Figure 1. Power grid.
Bar = 20 um. Pins as bars on the die edge.
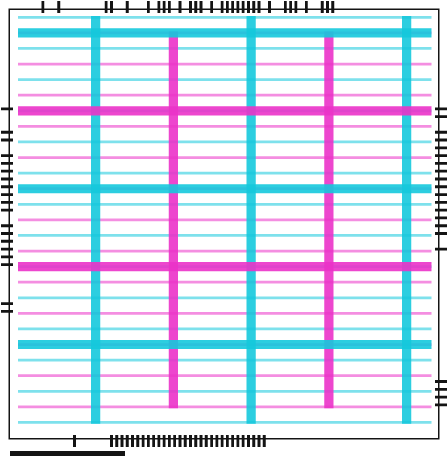
Figure 2. Placed cells, one colour a class.
Bar = 20 um.
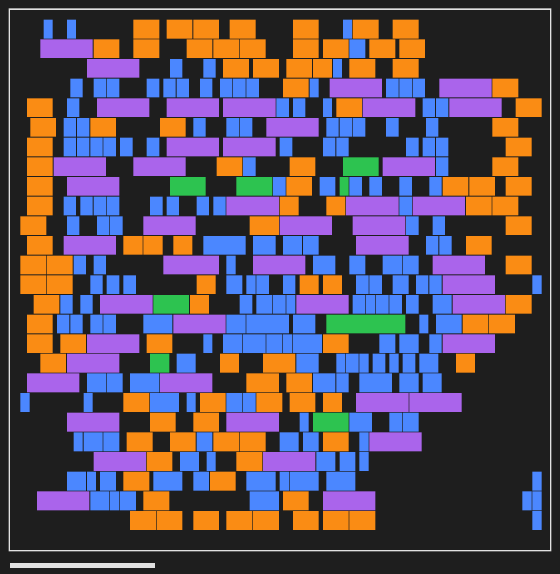
Figure 3. Clock distribution.
Bar = 20 um.
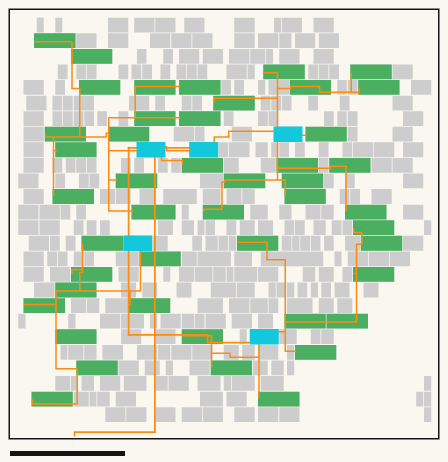
File: config.mk
export PLATFORM = sky130hd
export DESIGN_NAME = sdram_ext_bridge
export DESIGN_NICKNAME = d
export VERILOG_FILES = /design/src/rtl/sdram_bridge_pkg.sv /design/src/rtl/sdram_ext_bridge.sv
export SDC_FILE = /design/constraint.sdc
export NUM_CORES = 1
export LEC_CHECK = 0
export CAP_MARGIN = 20
export CORE_UTILIZATION = 41
export DETAILED_ROUTE_END_ITERATION = 8
export GPL_ROUTABILITY_DRIVEN = 0
export PLACE_DENSITY = 0.82
export SLEW_MARGIN = 20
export SYNTH_ARGS = -nofsm -noshare
export SYNTH_HDL_FRONTEND = slang
export SYNTH_SLANG_ARGS = --single-unit
File: constraint.sdc
create_clock -name clk_50 -period 2 [get_ports clk_50]
set_input_delay 0.3 -clock clk_50 [delete_from_list [all_inputs] [get_ports clk_50]]
set_output_delay 0.3 -clock clk_50 [all_outputs]
set_load 0.01 [all_outputs]
File: src/rtl/sdram_bridge_pkg.sv
// Shared types and constants for the CPU-side SDRAM ext-bus bridge.
//   bridge_state_t  : bridge FSM states
//   BE_LO / BE_HI   : Avalon byteenable patterns for the low / high byte lane
//   RD_TIMEOUT_FILL : byte returned to the CPU when a read times out
package sdram_bridge_pkg;

  typedef enum logic [2:0] {
    IDLE,
    CMD,
    RD_WAIT,
    ACK,
    HOLD
  } bridge_state_t;

  localparam logic [1:0] BE_LO = 2'b01;
  localparam logic [1:0] BE_HI = 2'b10;

  localparam logic [7:0] RD_TIMEOUT_FILL = 8'hFF;

endpackage

File: src/rtl/sdram_ext_bridge.sv
// 8-bit CPU ext-bus to 16-bit pipelined Avalon-MM master bridge.
//
// Each held ext_read/ext_write request produces exactly one Avalon
// transaction and one ext_acknowledge pulse; the request must drop for a
// cycle before the next one is taken. Byte lane comes from ext_address[0].
// Reads that see no readdatavalid within TIMEOUT cycles complete with 8'hFF
// and set the sticky err_timeout flag.
//
// Ports:
//   clk_50, rst         : clock, synchronous active-high reset
//   ext_address         : CPU byte address
//   ext_read, ext_write : level requests, held by upstream (write wins)
//   ext_write_data      : write byte
//   ext_acknowledge     : one-cycle completion pulse
//   ext_read_data       : last read byte, stable until the next read completes
//   avm_*               : Avalon-MM master to the SDRAM controller
//   err_clr             : clears err_timeout (a simultaneous set wins)
//   err_timeout         : sticky read-timeout flag
module sdram_ext_bridge
  import sdram_bridge_pkg::*;
#(
  parameter int AVM_ADDR_W = 24,
  parameter int BASE_WORD  = 0,
  parameter int TIMEOUT    = 64
) (
  input  logic                  clk_50,
  input  logic                  rst,
  input  logic [15:0]           ext_address,
  input  logic                  ext_read,
  input  logic                  ext_write,
  input  logic [7:0]            ext_write_data,
  output logic                  ext_acknowledge,
  output logic [7:0]            ext_read_data,
  output logic [AVM_ADDR_W-1:0] avm_address,
  output logic [1:0]            avm_byteenable,
  output logic                  avm_read,
  output logic                  avm_write,
  output logic [15:0]           avm_writedata,
  input  logic                  avm_waitrequest,
  input  logic [15:0]           avm_readdata,
  input  logic                  avm_readdatavalid,
  input  logic                  err_clr,
  output logic                  err_timeout
);

  localparam logic [7:0]            TO_LAST = 8'(TIMEOUT - 1);
  localparam logic [AVM_ADDR_W-1:0] BASE_W  = AVM_ADDR_W'(BASE_WORD);

  bridge_state_t state, state_n;

  logic       is_write;
  logic       lane;
  logic [7:0] to_cnt;

  logic ext_req;
  logic cmd_accept;
  logic rd_expire;
  logic [AVM_ADDR_W-1:0] word_addr;

  assign ext_req    = ext_read | ext_write;
  assign cmd_accept = (state == CMD) && !avm_waitrequest;
  // Data arriving in the expiry cycle takes precedence over the timeout.
  assign rd_expire  = (state == RD_WAIT) && !avm_readdatavalid && (to_cnt == TO_LAST);
  assign word_addr  = BASE_W + AVM_ADDR_W'(ext_address[15:1]);

  // Commands and acknowledge are decodes of the state register, so a reset
  // drops them on the very next edge.
  assign avm_read        = (state == CMD) && !is_write;
  assign avm_write       = (state == CMD) &&  is_write;
  assign ext_acknowledge = (state == ACK);

  always_ff @(posedge clk_50) begin
    if (rst) state <= IDLE;
    else     state <= state_n;
  end

  always_comb begin
    state_n = state;
    case (state)
      IDLE:    if (ext_req) state_n = CMD;
      CMD:     if (!avm_waitrequest) state_n = is_write ? ACK : RD_WAIT;
      RD_WAIT: if (avm_readdatavalid || (to_cnt == TO_LAST)) state_n = ACK;
      ACK:     state_n = HOLD;
      HOLD:    if (!ext_req) state_n = IDLE;
      default: state_n = IDLE;
    endcase
  end

  // Request capture and address/lane translation.
  always_ff @(posedge clk_50) begin
    if (rst) begin
      is_write       <= 1'b0;
      lane           <= 1'b0;
      avm_address    <= '0;
      avm_byteenable <= '0;
      avm_writedata  <= '0;
    end else if ((state == IDLE) && ext_req) begin
      is_write       <= ext_write;
      lane           <= ext_address[0];
      avm_address    <= word_addr;
      avm_byteenable <= ext_address[0] ? BE_HI : BE_LO;
      avm_writedata  <= {ext_write_data, ext_write_data};
    end
  end

  // Read-wait counter: cleared as the read command is accepted so the first
  // RD_WAIT cycle sees zero.
  always_ff @(posedge clk_50) begin
    if (rst)                   to_cnt <= '0;
    else if (cmd_accept)       to_cnt <= '0;
    else if (state == RD_WAIT) to_cnt <= to_cnt + 8'd1;
  end

  // Read data return; stray readdatavalid outside RD_WAIT is ignored.
  always_ff @(posedge clk_50) begin
    if (rst) begin
      ext_read_data <= '0;
    end else if (state == RD_WAIT) begin
      if (avm_readdatavalid)
        ext_read_data <= lane ? avm_readdata[15:8] : avm_readdata[7:0];
      else if (to_cnt == TO_LAST)
        ext_read_data <= RD_TIMEOUT_FILL;
    end
  end

  always_ff @(posedge clk_50) begin
    if (rst)            err_timeout <= 1'b0;
    else if (rd_expire) err_timeout <= 1'b1;
    else if (err_clr)   err_timeout <= 1'b0;
  end

endmodule

==> job_summary.md <==
### Flow metrics

| Metric | Value |
|---|---|
| Status | finished clean |
| Worst min-delay path endpoint | ext_read_data[6] |
| Final #Nets | 390 |
| CP required | 1.70 ns |
| Vias | 2162 |
| Critical path class | flip-flop to output port |
| Peak VDD IR | 0.5115 mV |
| Clk network pwr share | 0.252 |
| Cells after Synth | ~260 |
| Met2 GRT Util | 0.3804 |
| Final HPWL from detailed placement | approximately 4200 um |
| Cell Area, Synth | 2168 um2 |
| Seq pwr share | 0.401 |
| DRT iter0 DRCs | around 160 |
| Sw Share | 0.3038 |
| Fmax | around 520 MHz |
| Largest cell class | buffers |
| Combinational share of cell area | 0.3168 |
| Top cells by area | dfxtp_1, a21oi_1, o21ai_0 |
| Internal power | 1.887 mW |
| Vias in the first global route | between 1500 and 2000 |
| DR WL/cell | 13.96 um |
| Register area | about 900 um2 |
| Stages on worst setup path | 3 |
| Drt pass-1 iters | 4 |
| Slew at the pin closest to its max-slew limit | 0.4848 ns |
| Buf+Inv Stages, Crit Path | 2 |
| Number of antenna-violating nets in the routed design | 0 |
| Clk root buf | clkbuf_8 |
| Most Crowded Layer GR | met2 |
| Placed Cells | approximately 400 |
| Flop count | 46 |
| Period Utilization, post-route | 0.9589 |
| Global Route Usage Sum | 0.2179 |
| Worst R2R Setup Slack | 0.26 ns |
| Commonest Layout Cell | clkdlybuf4s50_1 |
| DIE AREA | ~5600 um2 |
-- Figure 1 (at the start) --
Key: magenta = VDD; cyan = VSS
5 straps on met5. 5 straps on met4.

-- Figure 2 (at the start) --
Key: orange = remaining buffers and delay cells [cells 105, share of their area 33%]; blue = remaining logic cells [cells 184, share of their area 34%]; purple = registers [cells 46, share of their area 30%]; green = clock drivers and dummy loads [cells 8, share of their area 3.5%]

-- Figure 3 (at the start) --
Key: cyan = clock-net drivers [count 5]; orange = clock wires [length 541 um]; green = flip-flops [count 46]
Position of the flops: spread over the die. There are 6 routed clock nets.

[registers in the layout, indices dropped and copies added (netlist names)]
signal and flops:
avm_address 15, avm_byteenable 2, avm_writedata 8, err_timeout 1, ext_read_data 8, is_write 1
state 3, to_cnt 8
[per-layer routing]
metal,share of wire,vias to the layer above
li1,-,1072
met1,0.43,1010
met2,0.51,69
met3,0.036,11
met4,0.022,0
met5,0,-
[metrics by stage]
stage                     hold slack [ns]  power, mW  setup WS, ns
after floorplan                    0.4405      1.609        0.4961
after global routing               0.4975      2.870      0.001201
after detailed placement           0.4617      2.047        0.2165
after global placement             0.4568      2.023        0.2734
final                              0.4756      2.710       0.08225
after CTS                          0.4779      2.731       0.02225
[power groups by stage]
stage                     sequential (mW)  combinational (mW)  clock [mW]
final                                1.09               0.939       0.683
after global routing                 1.10                1.03       0.740
after CTS                            1.09               0.945       0.699
after detailed placement             1.11               0.941           0
after global placement               1.10               0.919           0
after floorplan                      1.13               0.476           0
[kinds of logic (layout without fill, tap and decap cells)]
kind of cell	Yosys count	in the layout
compound gates	90	90
xor+xnor	1	1
fa+ha+maj	1	1
buf+inv	52	126
flops	46	46
mux	8	8
other cells	1	9
simple gates	62	62
[cell usage after synthesis (2+ instances only)]
library cell  count
a21oi_1          36
o22ai_1           8
nand2_1           5
inv_1            13
nor3_1            2
o31ai_1           4
or3_1             5
or4_1             3
buf_2             3
nand3_1          27
dfxtp_1          46
mux2_2            8
a211oi_1          8
clkbuf_1         17
o21ai_0          30
buf_4            18
nor3b_1           2
nor2_1            5
[repair_timing]
action | 4_1_cts | 5_1_grt
buffers inserted | 0 | 0
gates resized | 1 | 3
setup endpoints to repair | 1 | 3
hold endpoints to repair | 0 | 0
cloned | 0 | 0
Power is estimated from default activity; no workload was simulated.
